run_1/m3.png
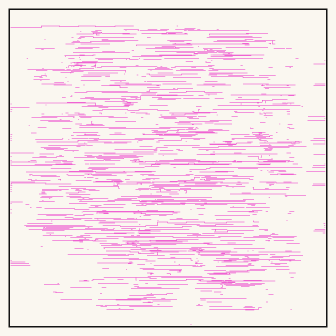
run_1/util_map.png
24 x 24 tiles, from white (low) to dark blue (high), 0 to 100% covered.
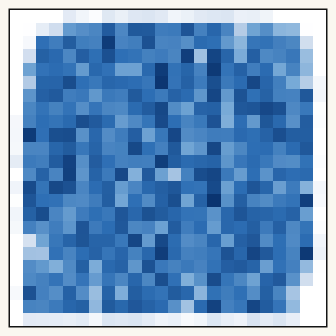
run_1/clock_wires.png
Scale bar: 50 um.
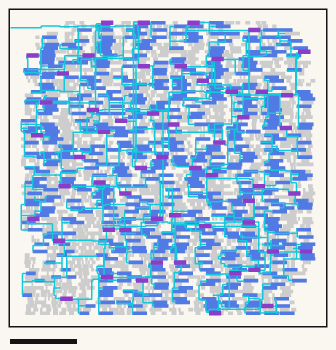
<file path="config.mk">
export PLATFORM = sky130hd
export DESIGN_NAME = multi_port_fwft_fifo
export DESIGN_NICKNAME = d
export VERILOG_FILES = /design/src/rtl/multi_port_fwft_fifo_pkg.sv /design/src/rtl/multi_port_fwft_fifo_write_compactor.sv /design/src/rtl/multi_port_fwft_fifo.sv
export SDC_FILE = /design/constraint.sdc
export NUM_CORES = 1
export LEC_CHECK = 0
export CAP_MARGIN = 5
export CORE_MARGIN = 8
export CORE_UTILIZATION = 63
export CTS_BUF_LIST = sky130_fd_sc_hd__clkbuf_16
export DETAILED_ROUTE_END_ITERATION = 6
export PLACE_DENSITY_LB_ADDON = 0.08
export SYNTH_ARGS = -nofsm -noshare
export SYNTH_HDL_FRONTEND = slang
export SYNTH_SLANG_ARGS = --single-unit
</file>
<file path="constraint.sdc">
create_clock -name clk -period 13.8 [get_ports clk]
set_input_delay 2.76 -clock clk [delete_from_list [all_inputs] [get_ports clk]]
set_output_delay 2.76 -clock clk [all_outputs]
set_load 0.02 [all_outputs]
</file>
<file path="src/rtl/multi_port_fwft_fifo_pkg.sv">
// Shared helpers for the multi-port FWFT FIFO: bit-counting functions,
// the default count type and a configuration sanity check.
package multi_port_fwft_fifo_pkg;

  localparam int MPF_ADDR_WIDTH = 4;

  // Occupancy / free-space type for the default depth (ADDR_WIDTH+1 bits).
  typedef logic [MPF_ADDR_WIDTH:0] mpf_count_t;

  // Number of set bits in v.
  function automatic int unsigned popcount(input logic [63:0] v);
    int unsigned c;
    c = 0;
    for (int i = 0; i < 64; i++) c += 32'(v[i]);
    return c;
  endfunction

  // Number of consecutive ones in v starting at bit 0, looking at n bits.
  function automatic int unsigned leading_ones(input logic [63:0] v,
                                               input int unsigned n);
    int unsigned c;
    bit          stop;
    c    = 0;
    stop = 1'b0;
    for (int unsigned i = 0; i < 64; i++) begin
      if (i < n && !stop) begin
        if (v[i]) c++;
        else      stop = 1'b1;
      end
    end
    return c;
  endfunction

  // Port counts must fit the depth and thresholds must lie below it.
  function automatic bit cfg_ok(input int aw, input int nwp, input int nrp,
                                input int aft, input int aet);
    int depth;
    depth = 1 << aw;
    return (nwp >= 1) && (nwp <= depth) && (nrp >= 1) && (nrp <= depth) &&
           (nwp <= 64) && (nrp <= 64) && (aft < depth) && (aet < depth);
  endfunction

endpackage

</file>
<file path="src/rtl/multi_port_fwft_fifo_write_compactor.sv">
// mpf_write_compactor: per-lane write grant from free space, plus the
// compacted slot offset of every accepted lane and the total write count.
module mpf_write_compactor
  import multi_port_fwft_fifo_pkg::*;
#(
  parameter int NUM_WRITE_PORTS = 2,
  parameter int ADDR_WIDTH      = 4
) (
  input  logic [NUM_WRITE_PORTS-1:0]                 wr_valid_i,
  input  logic [ADDR_WIDTH:0]                        free_count_i,
  output logic [NUM_WRITE_PORTS-1:0]                 wr_ready_o,
  output logic [NUM_WRITE_PORTS-1:0]                 accept_o,
  output logic [NUM_WRITE_PORTS-1:0][ADDR_WIDTH-1:0] rank_o,
  output logic [ADDR_WIDTH:0]                        wr_cnt_o
);

  // Lane i is granted when at least i+1 slots are free; valid never feeds ready.
  for (genvar i = 0; i < NUM_WRITE_PORTS; i++) begin : g_lane
    assign wr_ready_o[i] = (free_count_i > (ADDR_WIDTH+1)'(i));
  end

  assign accept_o = wr_valid_i & wr_ready_o;
  assign wr_cnt_o = (ADDR_WIDTH+1)'(popcount(64'(accept_o)));

  // Running count of lower accepted lanes gives each lane its packed offset.
  always_comb begin
    logic [ADDR_WIDTH-1:0] run;
    run    = '0;
    rank_o = '0;
    for (int i = 0; i < NUM_WRITE_PORTS; i++) begin
      rank_o[i] = run;
      run       = run + ADDR_WIDTH'(accept_o[i]);
    end
  end

endmodule

</file>
<file path="src/rtl/multi_port_fwft_fifo.sv">
// multi_port_fwft_fifo: N-write / M-read synchronous FIFO with FWFT read slots,
// compacted sparse writes, prefix pops and synchronous flush.
// Optional sticky overflow/underflow flags: MULTI_PORT_FWFT_FIFO_ERR_EN.
module multi_port_fwft_fifo
  import multi_port_fwft_fifo_pkg::*;
#(
  parameter int DATA_WIDTH             = 32,
  parameter int ADDR_WIDTH             = 4,
  parameter int NUM_WRITE_PORTS        = 2,
  parameter int NUM_READ_PORTS         = 2,
  parameter int ALMOST_FULL_THRESHOLD  = 2,
  parameter int ALMOST_EMPTY_THRESHOLD = 2
) (
  input  logic                                 clk,
  input  logic                                 rst_n,
  input  logic                                 flush,
  input  logic [NUM_WRITE_PORTS-1:0]           wr_valid,
  input  logic [NUM_WRITE_PORTS*DATA_WIDTH-1:0] wr_data,
  output logic [NUM_WRITE_PORTS-1:0]           wr_ready,
  output logic [NUM_READ_PORTS-1:0]            rd_valid,
  output logic [NUM_READ_PORTS*DATA_WIDTH-1:0] rd_data,
  input  logic [NUM_READ_PORTS-1:0]            rd_ready,
  output logic [ADDR_WIDTH:0]                  data_count,
  output logic [ADDR_WIDTH:0]                  free_count,
  output logic                                 full,
  output logic                                 empty,
  output logic                                 almost_full,
  output logic                                 almost_empty,
  output logic                                 ovf_err,
  output logic                                 udf_err
);

  localparam int                 DEPTH   = 1 << ADDR_WIDTH;
  localparam logic [ADDR_WIDTH:0] DEPTH_C = (ADDR_WIDTH+1)'(DEPTH);

  if (!cfg_ok(ADDR_WIDTH, NUM_WRITE_PORTS, NUM_READ_PORTS,
              ALMOST_FULL_THRESHOLD, ALMOST_EMPTY_THRESHOLD)) begin : g_bad_cfg
    $error("multi_port_fwft_fifo: port count or threshold exceeds depth");
  end

  logic [DATA_WIDTH-1:0] mem_q [DEPTH];
  logic [ADDR_WIDTH:0]   wr_ptr_q, wr_ptr_d, rd_ptr_q, rd_ptr_d, cnt_q, cnt_d;
  logic [ADDR_WIDTH:0]   wr_cnt, pops;
  logic [NUM_WRITE_PORTS-1:0]                 accept;
  logic [NUM_WRITE_PORTS-1:0][ADDR_WIDTH-1:0] rank;
  logic [NUM_WRITE_PORTS-1:0][ADDR_WIDTH-1:0] waddr;

  assign free_count = DEPTH_C - cnt_q;
  assign data_count = cnt_q;

  mpf_write_compactor #(
    .NUM_WRITE_PORTS (NUM_WRITE_PORTS),
    .ADDR_WIDTH      (ADDR_WIDTH)
  ) u_compactor (
    .wr_valid_i   (wr_valid),
    .free_count_i (free_count),
    .wr_ready_o   (wr_ready),
    .accept_o     (accept),
    .rank_o       (rank),
    .wr_cnt_o     (wr_cnt)
  );

  for (genvar i = 0; i < NUM_WRITE_PORTS; i++) begin : g_waddr
    assign waddr[i] = wr_ptr_q[ADDR_WIDTH-1:0] + rank[i];
  end

  // Store accepted lanes into consecutive slots; flush/reset discard them.
  always_ff @(posedge clk) begin
    if (rst_n && !flush) begin
      for (int i = 0; i < NUM_WRITE_PORTS; i++)
        if (accept[i]) mem_q[waddr[i]] <= wr_data[i*DATA_WIDTH +: DATA_WIDTH];
    end
  end

  // FWFT read slots: slot k shows the k-th oldest entry.
  for (genvar k = 0; k < NUM_READ_PORTS; k++) begin : g_rd
    logic [ADDR_WIDTH-1:0] raddr;
    assign raddr    = rd_ptr_q[ADDR_WIDTH-1:0] + ADDR_WIDTH'(k);
    assign rd_valid[k] = (cnt_q > (ADDR_WIDTH+1)'(k));
    assign rd_data[k*DATA_WIDTH +: DATA_WIDTH] = mem_q[raddr];
  end

  // Only an unbroken run of taken slots from slot 0 is consumed.
  assign pops = (ADDR_WIDTH+1)'(leading_ones(64'(rd_valid & rd_ready),
                                             NUM_READ_PORTS));

  // Next pointer/count; flush wins over any same-cycle handshakes.
  always_comb begin
    wr_ptr_d = wr_ptr_q + wr_cnt;
    rd_ptr_d = rd_ptr_q + pops;
    cnt_d    = cnt_q + wr_cnt - pops;
    if (flush) begin
      wr_ptr_d = '0;
      rd_ptr_d = '0;
      cnt_d    = '0;
    end
  end

  // Pointer and occupancy registers.
  always_ff @(posedge clk) begin
    if (!rst_n) begin
      wr_ptr_q <= '0;
      rd_ptr_q <= '0;
      cnt_q    <= '0;
    end else begin
      wr_ptr_q <= wr_ptr_d;
      rd_ptr_q <= rd_ptr_d;
      cnt_q    <= cnt_d;
    end
  end

  assign full         = (cnt_q == DEPTH_C);
  assign empty        = (cnt_q == '0);
  assign almost_full  = (free_count <= (ADDR_WIDTH+1)'(ALMOST_FULL_THRESHOLD));
  assign almost_empty = (cnt_q <= (ADDR_WIDTH+1)'(ALMOST_EMPTY_THRESHOLD));

`ifdef MULTI_PORT_FWFT_FIFO_ERR_EN
  logic ovf_q, udf_q;

  // Sticky protocol errors, cleared only by reset (flush leaves them alone).
  always_ff @(posedge clk) begin
    if (!rst_n) begin
      ovf_q <= 1'b0;
      udf_q <= 1'b0;
    end else begin
      if (|(wr_valid & ~wr_ready)) ovf_q <= 1'b1;
      if (|(rd_ready & ~rd_valid)) udf_q <= 1'b1;
    end
  end

  assign ovf_err = ovf_q;
  assign udf_err = udf_q;
`else
  assign ovf_err = 1'b0;
  assign udf_err = 1'b0;
`endif

endmodule

</file>
==> metrics.log, run 1 <==
[flow] final metrics
INFO  metric final_setup_violations = 0
INFO  metric placement.setup.worst_slack = 6.17 ns
INFO  metric routed_wirelength = 100 mm
INFO  metric number_of_global_route_vias_before_repair = roughly 24000
INFO  metric area_growth = 11.9%
INFO  metric crit_arrival = 5.59 ns
INFO  metric clk_pin_slew_worst_paths = around 0.07 ns
INFO  metric antenna_found_initial = 2
INFO  metric synth_top_cell_by_area = sky130_fd_sc_hd__edfxtp_1
INFO  metric layout.nets = between 2000 and 2500
INFO  metric worst_slew_margin_relative_to_its_limit = between 10% and 20%
INFO  metric clock_tree.htree_level_count = 2
INFO  metric timing.hold.ws = around 0.7 ns
INFO  metric drcViolationCount = 0
INFO  metric synth_warnings = 0
INFO  metric peak_clock_frequency_supported_by_timing = 0.120 GHz
INFO  metric ys_area = 30700 um^2
INFO  metric clock_buffers_created_by_tritoncts = approximately 55
INFO  metric io_pins = 155
INFO  metric globalRouteMet2Util = roughly 57%
INFO  metric numSynthFlops = ~530
INFO  metric detailed_place_hpwl = between 50 and 60 mm
INFO  metric rsz0062_at_grt = false
INFO  metric post-cts-setup-buffers = 0
INFO  metric post_cts_hold_buffer_count = 0
INFO  metric synth_area = between 30000 and 40000 um^2
INFO  metric vdd.ir_drop.worst = between 0.15 and 0.2 mV
INFO  metric crit_path_end_kind = primary output
INFO  metric main_flop_type_after_synthesis = sky130_fd_sc_hd__edfxtp_1
INFO  metric avgSynthCellArea = roughly 13 um^2
INFO  metric gr-total-overflow = 0
INFO  metric n_fill_cell = roughly 3400
INFO  metric die.size.x = between 200 and 250 um
INFO  metric total_tool_warning_count = 34
INFO  metric path_max_fanout = 37
INFO  metric power_density = 143 nW/um^2
INFO  metric final_antenna_net_count = 0
INFO  metric tritoncts = built
INFO  metric worstPathRequired = ~11 ns
INFO  metric yosys.cell_types.count = slightly above 50
INFO  metric flip_flops_with_a_built_in_enable = roughly 500
INFO  metric portBuffers = about 150
INFO  metric global_route_track_usage_on_met1 = about 45%
INFO  metric first_pass_grt_wire_length = around 150 mm
INFO  metric pin_count_of_the_biggest_net_entering_global_routing = 129
INFO  metric max_slew.worst_pin.slew = between 1 and 1.5 ns
INFO  metric most-common-layout-cells = sky130_fd_sc_hd__edfxtp_1, sky130_fd_sc_hd__o2bb2ai_1, sky130_fd_sc_hd__o21ai_0
INFO  metric netlist_top_cells_area = sky130_fd_sc_hd__edfxtp_1, sky130_fd_sc_hd__mux4_2, sky130_fd_sc_hd__o2bb2ai_1, sky130_fd_sc_hd__o21ai_0, sky130_fd_sc_hd__mux2i_1
INFO  metric layout_min_cycle_time = 8.35 ns
INFO  metric routabilityCongestion = 0.819
INFO  metric post_route_cells_drive_above_1_share = 18.5%
INFO  metric root_buffer_cell = sky130_fd_sc_hd__clkbuf_16
INFO  metric postLayoutSetupSlackWorst = 5.45 ns
INFO  metric cp-start-kind = flip-flop
INFO  metric post_cts_resize_count = 0
INFO  metric postSynthSeqShare = around 51%
INFO  metric die_height = 237 um
INFO  metric core_rows = 81
INFO  metric grt_usage = a little over a third
INFO  metric drt_pre_antenna_iters = 6
INFO  metric min-delay-path-class = reg2reg
INFO  metric timing.final.hold_violations = 0
INFO  metric drt-wirelength-per-cell = 33.9 um
INFO  metric status = complete, no violations
INFO  metric design.die.area = about 56000 um^2
INFO  metric synth_cells = 2289
INFO  metric fin_crit_sh = 60.5%
INFO  metric post_synthesis_cell_count_from_yosys = approximately 2300
INFO  metric first_iter_violations = ~3600
INFO  metric timing_worst_setup_path_type = reg2out
INFO  metric max_cap_violations = 0
INFO  metric cts.sinks = 525
INFO  metric finalMaxSlewViolations = 0
INFO  metric route.detailed.vias_per_inst = 7.90
INFO  metric final_common_cell = sky130_fd_sc_hd__edfxtp_1
INFO  metric asyncSetResetFlopFracSynth = 0%
INFO  metric power_leakage = around 10 nW
INFO  metric fin_tns_setup = 0 ns
Back to the opening pictures, m3.png:
share of all routed wire: 13%
main direction: horizontal
fraction of met3 tracks used by global routing: 7.99%
total via count after detailed routing: 23337

Back to the opening pictures, util_map.png:
mean over tiles: 60%
densest ninth of the die: middle
nearly empty tiles: 8.0%
fullest tile: 98%
tiles over 75% full: 35%
effective utilization at floorplan: 63.2%
Final Core Density: 70.7%
area of the core: 48500 um^2

Back to the opening pictures, clock_wires.png:
legend:
  clock wires:
    color: cyan
    length: 6690 um
  flip-flops:
    color: blue
    count: 525
  clock-net drivers:
    color: purple
    count: 55
flops lie: all over the die
Clock Latency Late Sink: 0.64 ns
P_clk: 1.47 mW
clock network power share: 29.9%
worst-case clock skew: 0.0275 ns

[run 1: worst max-delay path, cell delays in order, from the launching register on]
cell and delay [ns]:
sky130_fd_sc_hd__dfxtp_4 0.69, sky130_fd_sc_hd__buf_4 0.71, sky130_fd_sc_hd__and2_2 0.98, sky130_fd_sc_hd__nand2_1 0.28
sky130_fd_sc_hd__xor2_4 0.55, sky130_fd_sc_hd__buf_4 0.59, sky130_fd_sc_hd__mux4_2 0.48, sky130_fd_sc_hd__clkdlybuf4s50_1 0.57
[run 1: final timing paths]
check,from,end,slack (ns),cells after the start
worst max-delay path,rd_ptr_q[1],rd_data[32],5.45,7
worst min-delay path,wr_ptr_q[0],wr_ptr_q[0],0.70,2
worst max register to register,data_count[0],mem_q[7][14],7.56,13
worst min register to register,wr_ptr_q[0],wr_ptr_q[0],0.70,2
[run 1: state kept, by name, indices dropped and copies added (netlist names)]
register,count
rd_ptr_q,4
mem_q,512
data_count,5
wr_ptr_q,4
[run 1: kinds of logic after synthesis]
kind of cell               count (synthesis)  synth area share, %
AOI/OAI and AO/OA                        847                 19.4
DFF                                      525                 51.0
muxes                                    352                 20.8
buffers and inverters                    288                 4.02
and+or+nand+nor                          242                 3.47
adders and majority gates                 26                 1.16
xor gates and xnor gates                   8                0.228
other                                      1               0.0122
[run 1: Yosys cell counts, drive strengths merged (7+ instances only)]
master and number:
edfxtp 512, o2bb2ai 384, o21ai 338, mux4 224, nand2 170, clkbuf 154
buf 113, mux2i 96, a21oi 41, a221oi 33, a22oi 33, mux2 32
ha 22, inv 21, dfxtp 13, nand2b 12, nor2 12, and2 9
nand3 8, nor2b 7
[run 1: per-layer routing]
layer | up-vias | wire (um)
met5 | - | 0
met4 | 0 | 6120
met3 | 440 | 13200
li1 | 9430 | -
met1 | 11552 | 34300
met2 | 1915 | 46600
[run 1: through the flow]
step	area (um^2)	cells	power (mW)
2_1_floorplan	30700	2290	2.95
4_1_cts	34300	2953	4.91
6_report	34300	2955	4.92
3_3_place_gp	32600	2852	3.43
3_5_place_dp	32600	2852	3.47
5_1_grt	34300	2955	5.07
[run 1: where the power goes]
group / internal [mW] / switching (mW) / total [mW] / leakage [nW]
Combinational: 0.726 / 0.849 / 1.58 / 4.59
Sequential: 1.83 / 0.0455 / 1.87 / 4.72
Clock: 0.824 / 0.645 / 1.47 / 0.899
Total: 3.38 / 1.54 / 4.92 / 10.2
[run 1: layout make-up]
type                       instances  area (um^2)  share of cell area (%)
sequential                       525        15600                    45.6
multi-input combinational       1477        14100                    41.1
timing repair buffer             207         1960                    5.71
clock buffer                      56         1400                    4.08
tap                              622          778                    2.27
clock inverter                    45          339                   0.988
inverter                          21         78.8                   0.230
antenna                            2         5.00                  0.0146
==> run 2: changes to the inputs <==
- CORE_UTILIZATION: 63 -> 55
- clock period: 13.8 -> 7.3 ns (I/O delays scaled with it)
==> run 2 against run 1 <==
Compared with the run above:
- clock-buffer cell count rose by 2
- clock skew fell by 0.0090 ns
- sequential share of layout area fell by 0.36 points
- hold slack improved by 0.0035 ns
- area after synthesis did not move
==> metrics.log, run 2 <==
[flow] final metrics
INFO  metric post_cts_resize_count = 0 (unchanged)
INFO  metric fin_crit_sh = 79.2%
INFO  metric synth_cells = 2289 (unchanged)
INFO  metric core_rows = 86 (was 81)
INFO  metric first_iter_violations = 2647 (was 3570)
INFO  metric final_common_cell = sky130_fd_sc_hd__edfxtp_1 (unchanged)
INFO  metric first_pass_grt_wire_length = 150 mm (was 149 mm)
INFO  metric routabilityCongestion = 0.832 (was 0.819)
INFO  metric synth_top_cell_by_area = sky130_fd_sc_hd__edfxtp_1 (unchanged)
INFO  metric design.die.area = 63600 um^2 (was 56000 um^2)
INFO  metric numSynthFlops = 525 (unchanged)
INFO  metric synth_area = 30700 um^2 (unchanged)
INFO  metric crit_path_end_kind = primary output (unchanged)
INFO  metric drt_pre_antenna_iters = 5 (was 6)
INFO  metric avgSynthCellArea = 13.4 um^2 (unchanged)
INFO  metric most-common-layout-cells = sky130_fd_sc_hd__edfxtp_1, sky130_fd_sc_hd__o2bb2ai_1, sky130_fd_sc_hd__o21ai_0 (unchanged)
INFO  metric vdd.ir_drop.worst = 0.295 mV (was 0.162 mV)
INFO  metric post_cts_hold_buffer_count = 0 (unchanged)
INFO  metric ys_area = 30700 um^2 (unchanged)
INFO  metric tritoncts = built (unchanged)
INFO  metric rsz0062_at_grt = false (unchanged)
INFO  metric postSynthSeqShare = 51.0% (unchanged)
INFO  metric power_leakage = 10.3 nW (was 10.2 nW)
INFO  metric largest_register_ff_count = 512 (unchanged)
INFO  metric layout.nets = 2384 (unchanged)
INFO  metric antenna_found_initial = 1 (was 2)
INFO  metric pin_count_of_the_biggest_net_entering_global_routing = 133 (was 129)
INFO  metric max_slew.worst_pin.slew = 1.16 ns (was 1.24 ns)
INFO  metric peak_clock_frequency_supported_by_timing = about 0.17 GHz
INFO  metric ys_top_cells_by_count = sky130_fd_sc_hd__edfxtp_1, sky130_fd_sc_hd__o2bb2ai_1, sky130_fd_sc_hd__o21ai_0, sky130_fd_sc_hd__mux4_2, sky130_fd_sc_hd__nand2_1 (unchanged)
INFO  metric gr-total-overflow = 0 (unchanged)
INFO  metric yosys.cell_types.count = 51 (unchanged)
INFO  metric clock_tree.htree_level_count = 2 (unchanged)
INFO  metric area_growth = 12.8% (was 11.9%)
INFO  metric post-cts-setup-buffers = 0 (unchanged)
INFO  metric fp-utilization = 55.7% (was 63.2%)
INFO  metric route.detailed.vias_per_inst = 7.43 (was 7.90)
INFO  metric floorplan.core_area = 55100 um^2 (was 48500 um^2)
INFO  metric netlist_top_cells_area = sky130_fd_sc_hd__edfxtp_1, sky130_fd_sc_hd__mux4_2, sky130_fd_sc_hd__o2bb2ai_1, sky130_fd_sc_hd__o21ai_0, sky130_fd_sc_hd__mux2i_1 (unchanged)
INFO  metric drt-wirelength-per-cell = 32.8 um (was 33.9 um)
INFO  metric clock_buffers_created_by_tritoncts = 57 (was 55)
INFO  metric max_cap_violations = 0 (unchanged)
INFO  metric status = complete, no violations (unchanged)
INFO  metric flip_flops_with_a_built_in_enable = 512 (unchanged)
INFO  metric worstPathRequired = 5.84 ns (was 11.04 ns)
INFO  metric final_setup_violations = 0 (unchanged)
INFO  metric cp-start-kind = flip-flop (unchanged)
INFO  metric timing_worst_setup_path_type = reg2out (unchanged)
[run 2: cell count changes in the layout (fill, tap and decap cells not counted), sizes merged]
cell | before | now
clkinv | 22 | 19
clkbuf | 56 | 58
buf | 55 | 53
bufinv | 5 | 6
inv | 36 | 40
diode | 2 | 1
[run 2: critical path, cell delays in order (launching register included)]
cell	delay (ns)
sky130_fd_sc_hd__dfxtp_4	0.80
sky130_fd_sc_hd__and2_2	0.27
sky130_fd_sc_hd__nand2_1	0.11
sky130_fd_sc_hd__xor2_4	0.88
sky130_fd_sc_hd__buf_4	0.53
sky130_fd_sc_hd__mux4_2	0.50
sky130_fd_sc_hd__clkdlybuf4s50_1	0.59
[run 2: final cells by class]
cell class              count  area (um^2)
flip-flops and latches    525        15600
fillers                  4247        20500
repair buffers            205         1990
inverters                  21         78.8
diodes                      1         2.50
clock buffers              58         1450
clock inverters            47          368
multi-input cells        1477        14100
well taps                 748          936
[run 2: logic make-up after synthesis]
kind of cell | count (synthesis) | share of synthesized area (%)
AOI/OAI and AO/OA | 847 | 19.4
xor gates and xnor gates | 8 | 0.228
adders and majority gates | 26 | 1.16
buffers and inverters | 288 | 4.02
DFF | 525 | 51.0
muxes | 352 | 20.8
other | 1 | 0.0122
and+or+nand+nor | 242 | 3.47
[run 2: final timing paths]
kind                               startpoint  slack, ns  cells after the start     endpoint
worst max-delay path              rd_ptr_q[1]       1.52                      6  rd_data[32]
worst min-delay path              wr_ptr_q[0]       0.70                      2  wr_ptr_q[0]
worst max register to register  data_count[0]       1.83                     13  mem_q[6][8]
worst min register to register    wr_ptr_q[0]       0.70                      2  wr_ptr_q[0]
[run 2: per-stage QoR]
stage	instance area [um^2]	util (%)	setup WS, ns	hold WS [ns]	instances
2_1_floorplan	30700	-	2.04	0.575	2290
3_3_place_gp	32800	59.5	1.69	0.698	2976
3_5_place_dp	32800	59.5	1.64	0.699	2976
4_1_cts	34600	62.8	1.53	0.714	3081
5_1_grt	34600	62.8	1.46	0.755	3082
6_report	34600	62.8	1.52	0.705	3082
[run 2: routing by layer]
metal	part of all wire (%)	vias to the layer above	GRT usage (%)
li1	-	9429	-
met1	36	11645	39.6
met2	49	1550	52.4
met3	11	282	6.33
met4	4.9	0	14.4
met5	0	-	0
[run 2: where the power goes]
group | internal (mW) | switching [mW]
Clock | 1.64 | 1.22
Combinational | 1.38 | 1.65
Sequential | 3.45 | 0.0918
Total | 6.47 | 2.96
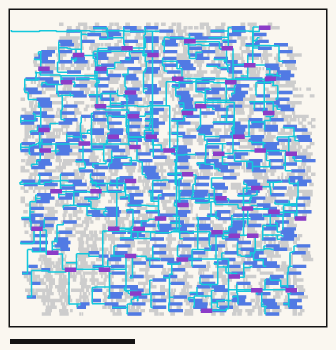
run_2/clock_wires.png
Scale bar: 100 um.
legend:
  clock wires:
    color: cyan
    length: 6850 um
  flip-flops:
    color: blue
    count: 525
  clock-net drivers:
    color: purple
    count: 57
routed clock nets: 58
Clock Latency Late Sink: 0.62 ns
P_clk: 2.86 mW
worst-case clock skew: 0.0185 ns

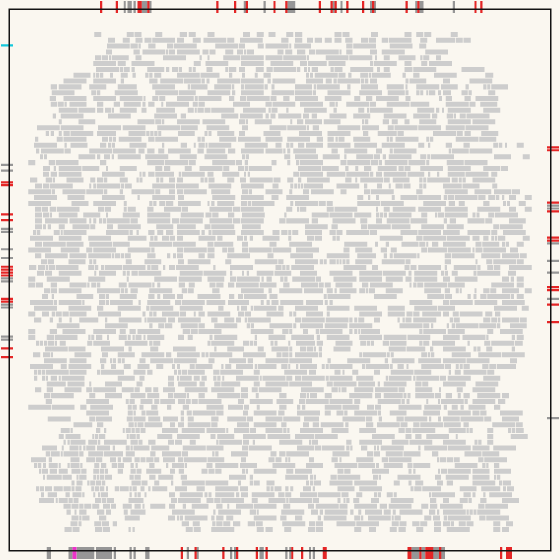
run_2/pinout.png
Pins as bars across the die edge, other pins in gray.
legend:
  rd_data:
    color: red
    pins: 64
    direction: output
    edge: 22 bottom, 20 top, 12 left, 10 right
  rd_ready:
    color: magenta
    pins: 2
    direction: input
    edge: bottom
  clk:
    color: cyan
    pins: 1
    direction: input
    edge: left
chip height: 252 um
number of port buffers: 152
die x size: 252 um

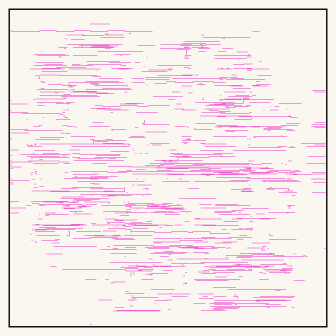
run_2/m3.png
wire length on this layer: 10700 um
nets with wire on the layer: 288
share of all routed wire: 11%
Final Routed Wirelength: 101 mm
total via count after detailed routing: 22906
fraction of met3 tracks used by global routing: 6.33%

Power figures rest on the tool's default switching activity, not on a simulated workload.
